**config.mk**
```make
export PLATFORM = sky130hd
export DESIGN_NAME = pipe_hazard_ctrl_flat
export DESIGN_NICKNAME = d
export VERILOG_FILES = /design/src/rtl/pipe_hazard_ctrl_if.sv /design/src/rtl/pipe_hazard_ctrl.sv /design/src/flat_wrapper.sv
export SDC_FILE = /design/constraint.sdc
export NUM_CORES = 1
export LEC_CHECK = 0
export ABC_AREA = 1
export CELL_PAD_IN_SITES_DETAIL_PLACEMENT = 0
export CELL_PAD_IN_SITES_GLOBAL_PLACEMENT = 1
export CORE_MARGIN = 3
export CORE_UTILIZATION = 33
export CTS_BUF_LIST = sky130_fd_sc_hd__clkbuf_16
export DETAILED_ROUTE_END_ITERATION = 12
export PLACE_DENSITY_LB_ADDON = 0.1
export REMOVE_ABC_BUFFERS = 1
export SYNTH_ARGS = -nofsm -noshare
export SYNTH_HDL_FRONTEND = slang
export SYNTH_SLANG_ARGS = --single-unit
```
**constraint.sdc**
```tcl
create_clock -name clk -period 2.3 [get_ports clk]
set_input_delay 0.46 -clock clk [delete_from_list [all_inputs] [get_ports clk]]
set_output_delay 0.46 -clock clk [all_outputs]
set_load 0.02 [all_outputs]
```
**src/rtl/pipe_hazard_ctrl_if.sv**
```systemverilog
`default_nettype none
// ============================================================================
// pipe_hazard_ctrl_if : decoder, pipeline-register and data-memory signals
//                       exchanged with the hazard controller.  Rev 1.0
// ============================================================================
interface pipe_hazard_ctrl_if #(
  parameter int REG_AW = 4,
  parameter int CNT_W  = 16
);
  logic [REG_AW-1:0] id_rs;
  logic [REG_AW-1:0] id_rt;
  logic              id_use_rs;
  logic              id_use_rt;
  logic              id_jump;
  logic              id_jr;
  logic              ex_mem_read;
  logic [REG_AW-1:0] ex_rd;
  logic              ex_branch_taken;
  logic              mem_req;
  logic              mem_ready;
  logic              pc_en;
  logic              ifid_en;
  logic              ifid_flush;
  logic              idex_en;
  logic              idex_flush;
  logic              exmem_en;
  logic              memwb_en;
  logic [1:0]        state;
  logic [CNT_W-1:0]  stall_cnt;
  logic              mem_timeout;

  modport master (
    output id_rs, id_rt, id_use_rs, id_use_rt, id_jump, id_jr,
           ex_mem_read, ex_rd, ex_branch_taken, mem_req, mem_ready,
    input  pc_en, ifid_en, ifid_flush, idex_en, idex_flush, exmem_en,
           memwb_en, state, stall_cnt, mem_timeout
  );

  modport slave (
    input  id_rs, id_rt, id_use_rs, id_use_rt, id_jump, id_jr,
           ex_mem_read, ex_rd, ex_branch_taken, mem_req, mem_ready,
    output pc_en, ifid_en, ifid_flush, idex_en, idex_flush, exmem_en,
           memwb_en, state, stall_cnt, mem_timeout
  );
endinterface
`default_nettype wire

```
**src/rtl/pipe_hazard_ctrl.sv**
```systemverilog
`default_nettype none
// ============================================================================
// pipe_hazard_ctrl : 5-stage pipeline sequencing (load-use stall, control-flow
//                    flush, data-memory wait with timeout).  Rev 1.0
// ============================================================================
module pipe_hazard_ctrl #(
  parameter int REG_AW  = 4,
  parameter int CNT_W   = 16,
  parameter int TIMEOUT = 64
) (
  input wire                clk,
  input wire                rst,
  pipe_hazard_ctrl_if.slave bus
);

  localparam int                WAIT_W    = $clog2(TIMEOUT + 1);
  localparam logic [WAIT_W-1:0] C_TIMEOUT = WAIT_W'(TIMEOUT);
  localparam logic [CNT_W-1:0]  C_CNT_MAX = '1;

  typedef enum logic [1:0] {
    S_RUN  = 2'd0,
    S_WAIT = 2'd1,
    S_ERR  = 2'd2
  } state_t;

  state_t            state_q, state_d;
  logic [WAIT_W-1:0] wait_cnt_q, wait_cnt_d;
  logic [CNT_W-1:0]  stall_cnt_q, stall_cnt_d;
  logic              timeout_q, timeout_d;

  logic              w_lu;
  logic              w_mem_done;
  logic [WAIT_W-1:0] w_wait_inc;
  logic              w_freeze;
  logic              w_pc_en;
  logic              w_ifid_en;
  logic              w_ifid_flush;
  logic              w_idex_en;
  logic              w_idex_flush;
  logic              w_exmem_en;
  logic              w_memwb_en;

  // Register 0 is hardwired, so a load targeting it never creates a dependency.
  assign w_lu = bus.ex_mem_read && (bus.ex_rd != '0) &&
                ((bus.id_use_rs && (bus.id_rs == bus.ex_rd)) ||
                 (bus.id_use_rt && (bus.id_rt == bus.ex_rd)));

  assign w_mem_done = bus.mem_req && bus.mem_ready;
  assign w_wait_inc = wait_cnt_q + WAIT_W'(1);

  always_comb begin
    state_d    = state_q;
    wait_cnt_d = wait_cnt_q;
    timeout_d  = timeout_q;
    w_freeze   = 1'b0;
    case (state_q)
      S_RUN: begin
        if (bus.mem_req && !bus.mem_ready) begin
          state_d    = S_WAIT;
          wait_cnt_d = '0;
          w_freeze   = 1'b1;
        end
      end
      S_WAIT: begin
        if (w_mem_done) begin
          state_d = S_RUN;
        end else begin
          w_freeze   = 1'b1;
          wait_cnt_d = w_wait_inc;
          if (w_wait_inc >= C_TIMEOUT) begin
            state_d   = S_ERR;
            timeout_d = 1'b1;
          end
        end
      end
      S_ERR: begin
        w_freeze = 1'b1;
      end
      default: begin
        state_d  = S_RUN;
        w_freeze = 1'b1;
      end
    endcase
  end

  // A taken branch squashes everything younger, so it outranks jump and stall.
  always_comb begin
    w_pc_en      = 1'b1;
    w_ifid_en    = 1'b1;
    w_ifid_flush = 1'b0;
    w_idex_en    = 1'b1;
    w_idex_flush = 1'b0;
    w_exmem_en   = 1'b1;
    w_memwb_en   = 1'b1;
    if (rst) begin
      w_pc_en = 1'b1;
    end else if (w_freeze) begin
      w_pc_en    = 1'b0;
      w_ifid_en  = 1'b0;
      w_idex_en  = 1'b0;
      w_exmem_en = 1'b0;
      w_memwb_en = 1'b0;
    end else if (bus.ex_branch_taken) begin
      w_ifid_flush = 1'b1;
      w_idex_flush = 1'b1;
    end else if (bus.id_jump || bus.id_jr) begin
      w_ifid_flush = 1'b1;
    end else if (w_lu) begin
      w_pc_en      = 1'b0;
      w_ifid_en    = 1'b0;
      w_idex_flush = 1'b1;
    end
  end

  always_comb begin
    stall_cnt_d = stall_cnt_q;
    if (!w_pc_en && (stall_cnt_q != C_CNT_MAX)) begin
      stall_cnt_d = stall_cnt_q + CNT_W'(1);
    end
  end

  always_ff @(posedge clk) begin
    if (rst) begin
      state_q     <= S_RUN;
      wait_cnt_q  <= '0;
      stall_cnt_q <= '0;
      timeout_q   <= 1'b0;
    end else begin
      state_q     <= state_d;
      wait_cnt_q  <= wait_cnt_d;
      stall_cnt_q <= stall_cnt_d;
      timeout_q   <= timeout_d;
    end
  end

  assign bus.pc_en       = w_pc_en;
  assign bus.ifid_en     = w_ifid_en;
  assign bus.ifid_flush  = w_ifid_flush;
  assign bus.idex_en     = w_idex_en;
  assign bus.idex_flush  = w_idex_flush;
  assign bus.exmem_en    = w_exmem_en;
  assign bus.memwb_en    = w_memwb_en;
  assign bus.state       = state_q;
  assign bus.stall_cnt   = stall_cnt_q;
  assign bus.mem_timeout = timeout_q;

endmodule
`default_nettype wire

```
**src/flat_wrapper.sv**
```systemverilog
// flat-port wrapper written by rule: the top's interface ports become plain ports
module pipe_hazard_ctrl_flat 
#(
  parameter int REG_AW  = 4,
  parameter int CNT_W   = 16,
  parameter int TIMEOUT = 64
)
  (clk, rst, bus_id_rs, bus_id_rt, bus_id_use_rs, bus_id_use_rt, bus_id_jump, bus_id_jr, bus_ex_mem_read, bus_ex_rd, bus_ex_branch_taken, bus_mem_req, bus_mem_ready, bus_pc_en, bus_ifid_en, bus_ifid_flush, bus_idex_en, bus_idex_flush, bus_exmem_en, bus_memwb_en, bus_state, bus_stall_cnt, bus_mem_timeout);
  pipe_hazard_ctrl_if #(.REG_AW(REG_AW), .CNT_W(CNT_W)) bus_i ();
  input wire clk;
  input wire rst;
  input wire logic [$bits(bus_i.id_rs)-1:0] bus_id_rs;
  input wire logic [$bits(bus_i.id_rt)-1:0] bus_id_rt;
  input wire logic [$bits(bus_i.id_use_rs)-1:0] bus_id_use_rs;
  input wire logic [$bits(bus_i.id_use_rt)-1:0] bus_id_use_rt;
  input wire logic [$bits(bus_i.id_jump)-1:0] bus_id_jump;
  input wire logic [$bits(bus_i.id_jr)-1:0] bus_id_jr;
  input wire logic [$bits(bus_i.ex_mem_read)-1:0] bus_ex_mem_read;
  input wire logic [$bits(bus_i.ex_rd)-1:0] bus_ex_rd;
  input wire logic [$bits(bus_i.ex_branch_taken)-1:0] bus_ex_branch_taken;
  input wire logic [$bits(bus_i.mem_req)-1:0] bus_mem_req;
  input wire logic [$bits(bus_i.mem_ready)-1:0] bus_mem_ready;
  output wire logic [$bits(bus_i.pc_en)-1:0] bus_pc_en;
  output wire logic [$bits(bus_i.ifid_en)-1:0] bus_ifid_en;
  output wire logic [$bits(bus_i.ifid_flush)-1:0] bus_ifid_flush;
  output wire logic [$bits(bus_i.idex_en)-1:0] bus_idex_en;
  output wire logic [$bits(bus_i.idex_flush)-1:0] bus_idex_flush;
  output wire logic [$bits(bus_i.exmem_en)-1:0] bus_exmem_en;
  output wire logic [$bits(bus_i.memwb_en)-1:0] bus_memwb_en;
  output wire logic [$bits(bus_i.state)-1:0] bus_state;
  output wire logic [$bits(bus_i.stall_cnt)-1:0] bus_stall_cnt;
  output wire logic [$bits(bus_i.mem_timeout)-1:0] bus_mem_timeout;
  assign bus_i.id_rs = bus_id_rs;
  assign bus_i.id_rt = bus_id_rt;
  assign bus_i.id_use_rs = bus_id_use_rs;
  assign bus_i.id_use_rt = bus_id_use_rt;
  assign bus_i.id_jump = bus_id_jump;
  assign bus_i.id_jr = bus_id_jr;
  assign bus_i.ex_mem_read = bus_ex_mem_read;
  assign bus_i.ex_rd = bus_ex_rd;
  assign bus_i.ex_branch_taken = bus_ex_branch_taken;
  assign bus_i.mem_req = bus_mem_req;
  assign bus_i.mem_ready = bus_mem_ready;
  assign bus_pc_en = bus_i.pc_en;
  assign bus_ifid_en = bus_i.ifid_en;
  assign bus_ifid_flush = bus_i.ifid_flush;
  assign bus_idex_en = bus_i.idex_en;
  assign bus_idex_flush = bus_i.idex_flush;
  assign bus_exmem_en = bus_i.exmem_en;
  assign bus_memwb_en = bus_i.memwb_en;
  assign bus_state = bus_i.state;
  assign bus_stall_cnt = bus_i.stall_cnt;
  assign bus_mem_timeout = bus_i.mem_timeout;
  pipe_hazard_ctrl #(.REG_AW(REG_AW), .CNT_W(CNT_W), .TIMEOUT(TIMEOUT)) u_core (.clk(clk), .rst(rst), .bus(bus_i));
endmodule
```
### Clock distribution, run 1

Scale bar: 20 um.
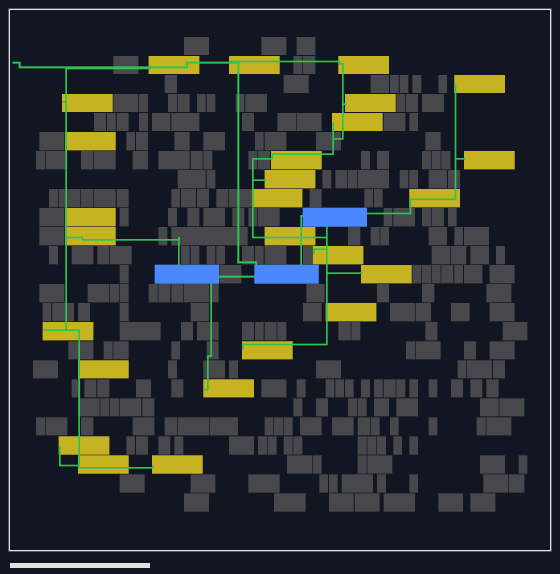
[clock-net drivers] blue | count: 3
[clock wires] green | length: 377 um
[flip-flops] yellow | count: 26
routed clock nets	4

### The clock network, run 1

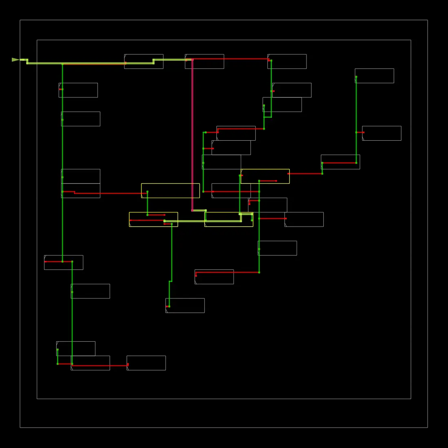
Latency at later pin: 0.26 ns
clock skew: 0.00358 ns
CTS buffer count: 3
clock buffers: 3

### Wiring by layer, run 1

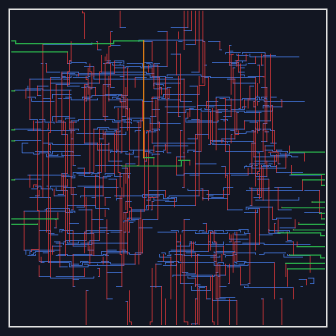
layer	colour	wire length
M2	red	2060 um
M3	green	186 um
M4	orange	28.6 um
M1	blue	1920 um

==> results_dict.tcl, run 1 <==
# metrics dict for downstream scripts
set metrics [dict create \
    status "completed" \
    path_class "in -> out" \
    hold_path.class "reg -> reg" \
    logic_family "simple AND/OR/NAND/NOR gates" \
    port_buffers 47 \
    yosysTopAreaCell "dfxtp_1" \
    clock_path_buffers 2 \
    dr_wl_met2_mm 2.06 \
    max_slew_margin_pct 63.2 \
    fp_util_pct 34.8 \
    warnings 27 \
    p_seq_share_pct 41.1 \
    start_kind "input pin" \
    arrival_ns 1.81 \
    syn_area_um2 1670 \
    end_kind "output pin" \
    slowest_stage "clkdlybuf4s50_1" \
    vdd_drop_max_mv 0.362 \
    grt_util_all_layers_pct 14.8 \
    grt_max_degree 20 \
    hold_buffers 0 \
    synthArstFlopShare_pct 0 \
    ys_ff 26 \
    maxUsedRoutingLayer "met4" \
    pg_comb_uw 151 \
    final_max_slew_viol_count 0 \
    dp.cells 359 \
    drt-initial-drc-count 36 \
    die-area_um2 5960 \
    postRouteAntennaNets 0 \
    ys_sh_xor_pct 8.89 \
    route.detailed.drc 0 \
    wl_mm 4.19 \
    synthAoiAreaFrac_pct 11.7 \
    grt_pass1_vias 1590 \
    post_cts_resized 18 \
    antenna-diode-count 0 \
    cp.required_ns 1.84 \
    slowest_delay_ns 0.48 \
]
run 1: placed cells by master (no fill, tap or decap), types with 2 or more instances in the layout:
master,Yosys,routed
buf_4,4,10
nand2_1,60,58
nand4_1,4,4
ha_1,2,2
a21oi_2,10,10
dfxtp_1,26,26
inv_1,26,24
clkbuf_16,0,3
xnor2_1,4,4
clkdlybuf4s15_1,0,2
clkdlybuf4s50_1,0,35
o21ai_0,3,2
nor3_1,5,5
clkbuf_2,0,2
a21oi_1,14,14
dlymetal6s2s_1,0,4
inv_2,2,4
nand2_4,2,2
xor2_1,13,13
buf_2,1,2
a211oi_1,2,2
nor2_1,24,24
nand2_2,2,4
nand3_1,28,27
run 1: per-stage QoR:
| stage | hold slack (ns) | TNS [ns] | area (um^2) |
|---|---|---|---|
| final | 0.447 | 0 | 2330 |
| after global routing | 0.464 | -0.190 | 2330 |
| after CTS | 0.448 | -0.0499 | 2320 |
| after detailed placement | 0.437 | -2.83 | 2230 |
| after global placement | 0.431 | -2.54 | 2230 |
| after floorplan | 0.441 | -18.13 | 1610 |
run 1: area by class of cell:
| type | instances | area (um^2) | share of cell area (%) |
|---|---|---|---|
| multi-input combinational | 181 | 990 | 42.4 |
| inverter | 29 | 109 | 4.67 |
| clock inverter | 1 | 30.0 | 1.29 |
| tap | 67 | 83.8 | 3.59 |
| clock buffer | 3 | 75.1 | 3.22 |
| timing repair buffer | 56 | 524 | 22.5 |
| sequential | 26 | 520 | 22.3 |
run 1: cells by family after synthesis:
group                    count (synthesis)
buffers and inverters                   38
flip-flops                              26
XOR/XNOR                                17
adder cells (fa/ha/maj)                  2
AND/OR/NAND/NOR                        132
AND-OR/OR-AND                           30
run 1: per-layer routing:
layer	global-route usage (%)	vias up
met2	26.1	26
met3	3.99	2
met4	3.20	0
li1	-	890
met5	0	-
met1	17.8	699
## Run 2: what changed since run 1
--- a/config.mk
+++ b/config.mk
@@ -8,7 +8,6 @@
 export ABC_AREA = 1
 export CELL_PAD_IN_SITES_DETAIL_PLACEMENT = 0
 export CELL_PAD_IN_SITES_GLOBAL_PLACEMENT = 1
-export CORE_MARGIN = 3
 export CORE_UTILIZATION = 33
 export CTS_BUF_LIST = sky130_fd_sc_hd__clkbuf_16
 export DETAILED_ROUTE_END_ITERATION = 12
==> run 2 against run 1 <==
Combinational power about the same. Total power up 0.72%. First-iteration DRC count up 61%. Maximum frequency up 4.2%. Highest routed layer unchanged.
==> results_dict.tcl, run 2 <==
# metrics dict for downstream scripts
set metrics [dict create \
    num_rows 25 \
    fmax_ghz 0.459 \
    cts_buffers 3 \
    hold_path.class "reg -> reg" \
    comb_share_pct 42.1 \
    status "completed" \
    grt_pass1_vias 1573 \
    vdd_drop_max_mv 0.284 \
    syn-mean-instance-area_um2 6.83 \
    tap-cell-count 67 \
    wl_mm 4.04 \
    route.detailed.drc 0 \
    num-nonclk-buffers 58 \
    cp.required_ns 1.84 \
    ys_warn_count 0 \
    slowest_stage "clkdlybuf4s50_1" \
    synth_cells 245 \
    logic_gate_count 181 \
    port_buffers 47 \
    rsz0062_at_grt "false" \
    yosysSeqAreaShare_pct 31.1 \
    tns_ns 0 \
    final_common_cell "nand2_1" \
    hpwl_mm 3.12 \
    clock_path_buffers 2 \
    yosysTopAreaCell "dfxtp_1" \
    arrival_ns 1.72 \
    largest_class "multi-input combinational cells" \
    setup_viol 0 \
    p_total_uw 1120 \
    cts_tree "built" \
    fin_cells 365 \
    ff2ff_setup_slack_ns 0.34 \
    placed_cell_area_um2 2240 \
    hold_buffers 0 \
    ys_ff 26 \
    place_congestion 0.750 \
    drt-initial-drc-count 58 \
    antenna-diode-count 0 \
    max_slew_margin_pct 68.2 \
    fin_skew_ns 0.00747 \
    crit_path_cell_trace "clkdlybuf4s50_1 > inv_1 > nand2_1 > o21ai_0 > o21ai_1 > buf_4 > nand2_2 > inv_2 > buf_6" \
    start_kind "input pin" \
    slowest_delay_ns 0.49 \
    final_max_slew_viol_count 0 \
    edf_count 0 \
    final.setup.worst_slack_ns 0.122 \
    die_y_um 73.2 \
    largest_reg_flops 16 \
    syn_area_um2 1670 \
    warnings 25 \
    grt_max_degree 20 \
    core_um2 4820 \
    final-nonclk-buf-share_pct 23.1 \
    whs_ns 0.450 \
    dr_total_vias 1669 \
    clkbuf_count 3 \
    seq_area_um2 520 \
    path_class "in -> out" \
    top_area_share_pct 31.1 \
    synthArstFlopShare_pct 0 \
    fp_util_pct 34.8 \
    die-area_um2 5360 \
    seq_area_share_pct 22.1 \
    clock_area_share_pct 4.47 \
    clkLatencyLatePin_ns 0.26 \
    grt_util_all_layers_pct 16.6 \
    end_kind "output pin" \
    mostFrequentLayoutCells "58 x nand2_1, 34 x clkdlybuf4s50_1, 27 x nand3_1" \
    comb_area_um2 990 \
    design_area_um2 2350 \
    ys_cells 245 \
    inv_count 29 \
    drive_gt1_share_pct 16.1 \
    seq_cell_count 26 \
    fillers 518 \
    place_worst_setup_slack_ns -0.372 \
    dp.cells 360 \
    wire_per_inst_um 11.1 \
    die_width_um 73.2 \
    pin_count 48 \
    powerDensity_nw_per_um2 478 \
    postRouteAntennaNets 0 \
]
==> run 2: netlist changes by cell type in the layout (fill, tap and decap cells not counted) <==
cell / change
buf_2: -2
buf_4: +2
buf_6: +2
clkbuf_2: +2
clkdlybuf4s15_1: -2
clkdlybuf4s50_1: -1
dlymetal6s2s_1: +1
==> run 2: repair_timing <==
action                     4_1_cts  5_1_grt
gates resized                   18       23
pin swaps                        0        4
setup buffers                    0        1
setup endpoints to repair        7        7
==> run 2: kinds of logic (layout without fill, tap and decap cells) <==
group	after synthesis	in the layout	share of synthesized area, %
AND-OR/OR-AND	30	30	11.7
buffers and inverters	38	91	10.4
adder cells (fa/ha/maj)	2	2	1.49
AND/OR/NAND/NOR	132	132	36.5
XOR/XNOR	17	17	8.89
flip-flops	26	26	31.1
==> run 2: path summary, 6_finish.rpt <==
check	startpoint	end	cells after the start
max	bus_mem_ready	bus_ifid_en	9
min	u_core.bus.mem_timeout$_SDFFE_PP0P_	u_core.bus.mem_timeout$_SDFFE_PP0P_	2
max reg2reg	u_core.bus.stall_cnt[0]$_SDFFE_PP0P_	u_core.bus.stall_cnt[9]$_SDFFE_PP0P_	9
min reg2reg	u_core.bus.mem_timeout$_SDFFE_PP0P_	u_core.bus.mem_timeout$_SDFFE_PP0P_	2
==> run 2: power by group <==
| group | leakage, uW | switching [uW] | internal (uW) |
|---|---|---|---|
| Combinational | 0.000683 | 78.8 | 74.9 |
| Clock | 0.0000511 | 165 | 347 |
| Sequential | 0.000210 | 4.44 | 454 |
==> run 2: layer usage <==
layer | track usage, % | wire (um) | part of all wire (%)
met1 | 21.0 | 1890 | 47
met3 | 2.90 | 183 | 4.5
met4 | 3.92 | 40 | 0.99
met5 | 0 | 0 | 0
met2 | 29.0 | 1920 | 48
### Wiring by layer, run 2

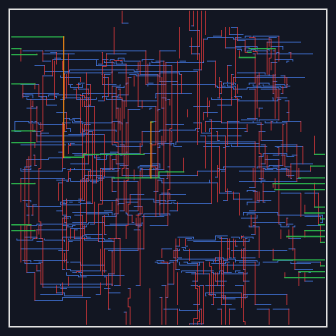
layer	colour	wire length
M1	blue	1890 um
M2	red	1920 um
M4	orange	40.8 um
M3	green	184 um

### Clock distribution, run 2

Scale bar: 20 um.
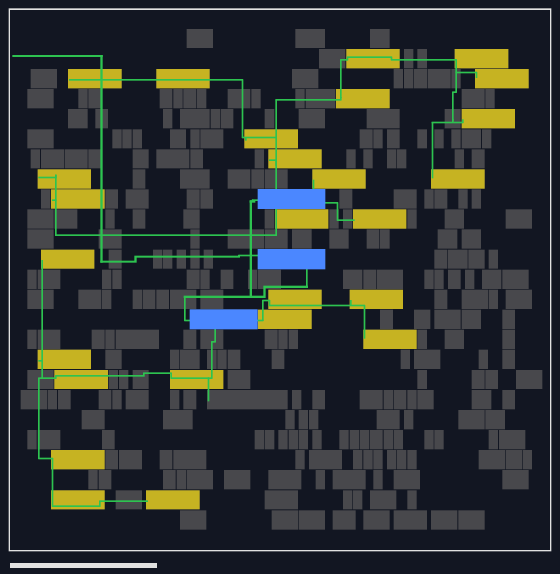
[clock-net drivers] blue | count: 3
[flip-flops] yellow | count: 26
[clock wires] green | length: 377 um
flops lie	spread over the die
routed clock nets	4

Power figures rest on the tool's default switching activity, not on a simulated workload.
